`config.mk`:
```
export PLATFORM = sky130hd
export DESIGN_NAME = pmp_96_flat
export DESIGN_NICKNAME = d
export VERILOG_FILES = /design/src/rtl/pmp_96_if.sv /design/src/rtl/pmp_96.sv /design/src/flat_wrapper.sv
export SDC_FILE = /design/constraint.sdc
export NUM_CORES = 1
export LEC_CHECK = 0
export CORE_AREA = 3 3 411 413
export DETAILED_ROUTE_END_ITERATION = 7
export DIE_AREA = 0 0 414 416
export GPL_ROUTABILITY_DRIVEN = 0
export SYNTH_ARGS = -nofsm -noshare
export SYNTH_HDL_FRONTEND = slang
export SYNTH_SLANG_ARGS = --single-unit
```
`constraint.sdc`:
```
create_clock -name clk300p -period 0.8 [get_ports clk300p]
set_clock_uncertainty 0.2 [all_clocks]
set_input_delay 0.08 -clock clk300p [delete_from_list [all_inputs] [get_ports clk300p]]
set_output_delay 0.08 -clock clk300p [all_outputs]
set_load 0.02 [all_outputs]
```
`src/rtl/pmp_96_if.sv`:
```
// Bus between the core's address path and the PMP checker: PMP CSR state,
// the access being checked, and the registered grant.
interface pmp_96_if #(
  parameter int unsigned pmp_msb = 55
);
  logic [0:15][pmp_msb-2:0] pmpaddr;
  logic [63:0]              pmpcfg0;
  logic [63:0]              pmpcfg2;
  logic [pmp_msb:0]         address;
  logic [1:0]               acc;
  logic [1:0]               prv;
  logic                     mprv;
  logic [1:0]               mpp;
  logic                     valid;
  logic                     ok;

  modport master (
    output pmpaddr, pmpcfg0, pmpcfg2, address, acc, prv, mprv, mpp, valid,
    input  ok
  );

  modport slave (
    input  pmpaddr, pmpcfg0, pmpcfg2, address, acc, prv, mprv, mpp, valid,
    output ok
  );
endinterface

```
`src/rtl/pmp_96.sv`:
```
// RV64 PMP checker: matches a physical address against 16 PMP entries and
// returns a registered grant one cycle after the inputs are presented.
module pmp_96 #(
  parameter int unsigned pmp_check   = 1,
  parameter int unsigned pmp_no_tor  = 1,
  parameter int unsigned pmp_entries = 16,
  parameter int unsigned pmp_g       = 10,
  parameter int unsigned pmp_msb     = 55
) (
  input logic       clk300p,
  input logic       rstn,
  pmp_96_if.slave   bus
);

  localparam int unsigned aw = pmp_msb - 1;
  typedef logic [aw-1:0] word_t;

  // TOR compares ignore address bits below the grain.
  localparam word_t tor_mask    = ~word_t'((64'(1) << pmp_g) - 64'(1));
  // NAPOT regions are at least one grain, so the low G-1 bits read as ones.
  localparam word_t napot_force = (pmp_g >= 2) ?
                                  word_t'((64'(1) << (pmp_g - 1)) - 64'(1)) : '0;

  // Config field decode
  logic [15:0]      cfg_r, cfg_w, cfg_x, cfg_l;
  logic [15:0][1:0] cfg_a;

  always_comb begin
    for (int i = 0; i < 8; i++) begin
      cfg_r[i]     = bus.pmpcfg0[8*i];
      cfg_w[i]     = bus.pmpcfg0[8*i+1];
      cfg_x[i]     = bus.pmpcfg0[8*i+2];
      cfg_a[i]     = bus.pmpcfg0[8*i+3 +: 2];
      cfg_l[i]     = bus.pmpcfg0[8*i+7];
      cfg_r[i+8]   = bus.pmpcfg2[8*i];
      cfg_w[i+8]   = bus.pmpcfg2[8*i+1];
      cfg_x[i+8]   = bus.pmpcfg2[8*i+2];
      cfg_a[i+8]   = bus.pmpcfg2[8*i+3 +: 2];
      cfg_l[i+8]   = bus.pmpcfg2[8*i+7];
    end
  end

  word_t wa;
  word_t wa_tor;
  assign wa     = bus.address[pmp_msb:2];
  assign wa_tor = wa & tor_mask;

  logic [15:0] match;

  for (genvar i = 0; i < 16; i++) begin : g_entry
    logic [1:0] mode;
    word_t      p;
    word_t      lo;
    word_t      p_tor;
    word_t      lo_tor;
    word_t      p_nap;
    logic [aw:0] p_inc;
    logic [aw:0] p_flip;
    word_t      nap_mask;
    logic       tor_hit;
    logic       na4_hit;
    logic       napot_hit;
    logic       hit;

    assign mode = (i < pmp_entries) ? cfg_a[i] : 2'b00;
    assign p    = bus.pmpaddr[i];

    if (i == 0) begin : g_lo_zero
      assign lo = '0;
    end else begin : g_lo_prev
      assign lo = bus.pmpaddr[i-1];
    end

    assign p_tor   = p & tor_mask;
    assign lo_tor  = lo & tor_mask;
    assign tor_hit = (pmp_no_tor == 0) && (lo_tor < p_tor) &&
                     (lo_tor <= wa_tor) && (wa_tor < p_tor);

    assign na4_hit = (pmp_g == 0) && (wa == p);

    // Extra carry bit keeps an all-ones pmpaddr from wrapping; its mask is then
    // all zeros and the entry covers the whole address space.
    assign p_nap     = p | napot_force;
    assign p_inc     = {1'b0, p_nap} + {{aw{1'b0}}, 1'b1};
    assign p_flip    = {1'b0, p_nap} ^ p_inc;
    assign nap_mask  = ~p_flip[aw-1:0];
    assign napot_hit = ((wa ^ p_nap) & nap_mask) == '0;

    always_comb begin
      hit = 1'b0;
      unique case (mode)
        2'b01:   hit = tor_hit;
        2'b10:   hit = na4_hit;
        2'b11:   hit = napot_hit;
        default: hit = 1'b0;
      endcase
    end

    assign match[i] = hit;
  end

  // Effective privilege: M with MPRV set takes MPP for loads/stores only.
  logic [1:0] eff_prv;
  logic       eff_m;

  always_comb begin
    eff_prv = bus.prv;
    if (bus.prv == 2'b11 && bus.mprv && bus.acc != 2'b00) begin
      eff_prv = bus.mpp;
    end
    eff_m = (eff_prv == 2'b11);
  end

  // Lowest-numbered matching entry wins.
  logic found;
  logic win_r, win_w, win_x, win_l;

  always_comb begin
    found = 1'b0;
    win_r = 1'b0;
    win_w = 1'b0;
    win_x = 1'b0;
    win_l = 1'b0;
    for (int i = 15; i >= 0; i--) begin
      if (match[i]) begin
        found = 1'b1;
        win_r = cfg_r[i];
        win_w = cfg_w[i];
        win_x = cfg_x[i];
        win_l = cfg_l[i];
      end
    end
  end

  logic perm;
  logic ok_d;
  logic ok_q;

  always_comb begin
    perm = win_r;
    unique case (bus.acc)
      2'b00:   perm = win_x;
      2'b11:   perm = win_w;
      default: perm = win_r;
    endcase

    ok_d = eff_m;
    if (pmp_check == 0) begin
      ok_d = 1'b1;
    end else if (found) begin
      ok_d = (!win_l && eff_m) ? 1'b1 : perm;
    end
  end

  always_ff @(posedge clk300p or negedge rstn) begin
    if (!rstn) begin
      ok_q <= 1'b0;
    end else begin
      ok_q <= ok_d;
    end
  end

  assign bus.ok = ok_q;

  // Access size is implied by the grain, and valid does not gate the grant.
  logic unused_in;
  assign unused_in = ^{bus.valid, bus.address[1:0], bus.pmpcfg0, bus.pmpcfg2};

endmodule

```
`src/flat_wrapper.sv`:
```
// flat-port wrapper written by rule: the top's interface ports become plain ports
module pmp_96_flat 
#(
  parameter int unsigned pmp_check   = 1,
  parameter int unsigned pmp_no_tor  = 1,
  parameter int unsigned pmp_entries = 16,
  parameter int unsigned pmp_g       = 10,
  parameter int unsigned pmp_msb     = 55
)
  (clk300p, rstn, bus_pmpaddr, bus_pmpcfg0, bus_pmpcfg2, bus_address, bus_acc, bus_prv, bus_mprv, bus_mpp, bus_valid, bus_ok);
  pmp_96_if #(.pmp_msb(pmp_msb)) bus_i ();
  input logic clk300p;
  input logic rstn;
  input wire logic [$bits(bus_i.pmpaddr)-1:0] bus_pmpaddr;
  input wire logic [$bits(bus_i.pmpcfg0)-1:0] bus_pmpcfg0;
  input wire logic [$bits(bus_i.pmpcfg2)-1:0] bus_pmpcfg2;
  input wire logic [$bits(bus_i.address)-1:0] bus_address;
  input wire logic [$bits(bus_i.acc)-1:0] bus_acc;
  input wire logic [$bits(bus_i.prv)-1:0] bus_prv;
  input wire logic [$bits(bus_i.mprv)-1:0] bus_mprv;
  input wire logic [$bits(bus_i.mpp)-1:0] bus_mpp;
  input wire logic [$bits(bus_i.valid)-1:0] bus_valid;
  output wire logic [$bits(bus_i.ok)-1:0] bus_ok;
  assign bus_i.pmpaddr = bus_pmpaddr;
  assign bus_i.pmpcfg0 = bus_pmpcfg0;
  assign bus_i.pmpcfg2 = bus_pmpcfg2;
  assign bus_i.address = bus_address;
  assign bus_i.acc = bus_acc;
  assign bus_i.prv = bus_prv;
  assign bus_i.mprv = bus_mprv;
  assign bus_i.mpp = bus_mpp;
  assign bus_i.valid = bus_valid;
  assign bus_ok = bus_i.ok;
  pmp_96 #(.pmp_check(pmp_check), .pmp_no_tor(pmp_no_tor), .pmp_entries(pmp_entries), .pmp_g(pmp_g), .pmp_msb(pmp_msb)) u_core (.clk300p(clk300p), .rstn(rstn), .bus(bus_i));
endmodule
```
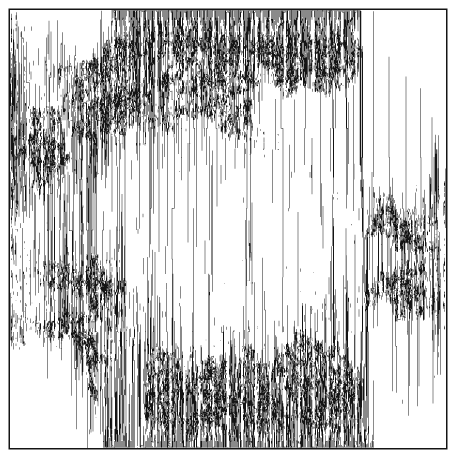
(images/layer_met2.png)
main direction: vertical
nets with wire on the layer: 5484
longest straight run: 176 µm
share of all routed wire: 44%
M2 GR Usage: 36.5%
routed wire length: 209000 µm
total number of vias: 36500

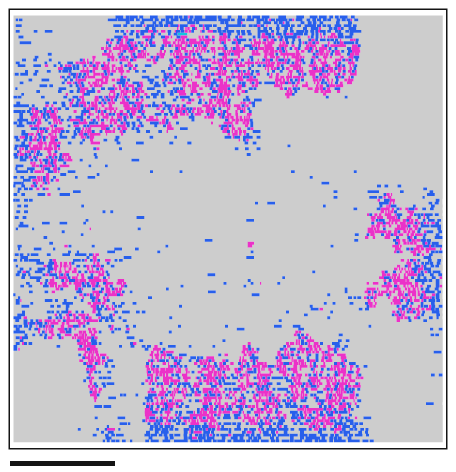
(images/placement_by_type.png)
The bar under the picture is 100 µm long. Fill, decap, tap and diode cells in gray.
[magenta] combinational and other logic | cells: 2925 | share of their area: 49%
[cyan] flops | cells: 1 | share of their area: 0.064%
[blue] other buffers and delay cells | cells: 2321 | share of their area: 51%
Design Area, Final: 42300 µm²
core area: 165000 µm²
sequential share of cell area: 0.0592%
# rows: 149
fin util: 25.6%

==> Slide: Implementation Results <==
Implementation Results

Run status
  – Status: finished, violations left
  – Failing checks: setup timing

Route
  – DR DRC count: 0
  – DR pass1 iterations: 6
  – Drt wl/cell: 28.0 µm
  – DRT iter0 DRCs: 4338
  – Number of routed nets with antenna violations: 0

Critical path
  – Worst-path cell chain: clkdlybuf4s50_1, ha_1, and4_1, nand4_1, or2_2, buf_4, o21ai_0, nand4b_1, buf_4, nor4_2, buf_4, o311ai_2, a2111oi_2, a2111oi_1, o21ai_1, o2111ai_1
  – Worst Setup SP: bus_pmpaddr[64]
  – Worst EP arrival: 3.99 ns
  – Largest delay share family, worst path: simple AND/OR/NAND/NOR gates
  – Setup crit end: u_core.bus.ok$_DFF_PN0_
  – Crit path required time: 0.45 ns
  – Crit-path max FO: 5
  – Critical path buffers and inverters: 4
  – CP max-delay cell: clkdlybuf4s50_1
  – Crit end category: flip-flop
  – Crit-path max cell delay: 0.55 ns
  – Critical path's most frequent cell: buf_4

Cells and area
  – Dominant logic cell types in the final layout: 1382 x buf_4, 823 x clkdlybuf4s50_1, 340 x xnor2_1
  – Non-filler cells, final: 7492
  – # nets final: 6325
  – Logic share of the area: 44.4%
  – Reg area: 25.0 µm²
  – Area Overhead vs Synth: 120%
  – Layout cell share with drive strength beyond 1: 30.2%
  – # fillers: 18200
  – Largest register FFs: 1
  – MI comb cells: 2838
  – N_diodes: 56
  – Flop count: 1
  – Comb gate area: 18800 µm²
  – Commonest Layout Cell: buf_4
  – Inverters: 87

Logic synthesis
  – Mapped Avg Cell Area: 6.34 µm²
  – XOR Share, Synth: 28.2%
  – Yosys Instances: 3036
  – Top cell type's share of synthesized area: 15.7%
  – Registers, synthesis: 1
  – Post-synthesis cell area: 19200 µm²
  – EDFF count, synth: 0
  – Largest cells by area after synthesis: xnor2_1 16%, xor2_1 12%, nand2_1 6.6%
  – Synth Area in Compound Gates: 28.4%
  – Logic family by area: simple AND/OR/NAND/NOR gates
  – Most frequent cell after synthesis: xnor2_1
  – Mux contribution to synthesized area: 0%
  – Floorplan net count: 4112
  – Post-synth seq share: 0.130%
  – Cell taking the most area after synthesis: xnor2_1
  – Simple-Gate Area Share: 38.2%
  – Post-synthesis adder-cell area fraction: 1.17%
  – Ys async rst share: 100%

Pwr
  – Tot Pwr: 23.3 mW
  – Switching part of the total: 48.6%
  – Power Density: 551 nW/µm²
  – Internal Power: 12.0 mW
  – Sw power: 11.3 mW
  – Gate power share: 99.7%

Floorplan
  – Die span in x: 414 µm
  – Top-level I/O count: 1059

Placement
  – Pre-CTS setup slack: -3.74 ns
  – Detailed placement HPWL: 188000 µm

Global routing
  – GRT Util Overall: 22.9%
  – GRT Residual Overflow: 0
  – Initial antenna violation count: 108
  – Pin count of the biggest net entering global routing: 14
  – First-pass GRT wire length: 281000 µm

Worst hold path
  – Worst hold path type: in -> async

Job
  – OpenROAD warnings: 222
  – Max Cap Viol: 0

Clock tree
  – CTS clock-pin slew for the worst setup and hold paths: 0 ns
  – CTS Hold Bufs: 0

STA
  – Final Slew Violations: 0
  – Final setup viols: 2
  – Final Cycle Share: 542%
  – Worst rel slew slack: 50.9%
  – Final worst-path setup slack: -3.54 ns
  – Max Clock Freq: 230 MHz
[power groups by stage]
stage          sequential (mW)  combinational [mW]  clock [mW]
6_report                0.0648                23.2  0.00000918
5_1_grt                 0.0649                24.4  0.00000506
4_1_cts                 0.0650                22.8           0
3_5_place_dp            0.0647                22.7           0
3_3_place_gp            0.0647                22.5           0
2_1_floorplan           0.0629                7.01           0
[routing by layer]
metal / vias to the layer above / track usage, % / part of all wire [%]
li1: 16100 / - / -
met1: 17100 / 26.8 / 37
met2: 2635 / 36.5 / 44
met3: 715 / 7.27 / 12
met4: 40 / 13.8 / 7.3
met5: - / 0 / 0.13
[timing repair]
action,CTS,global route
buffers inserted,0,4
setup endpoints to repair,2,2
resized,15,19
pin swaps,4,7
Power figures rest on the tool's default switching activity, not on a simulated workload.
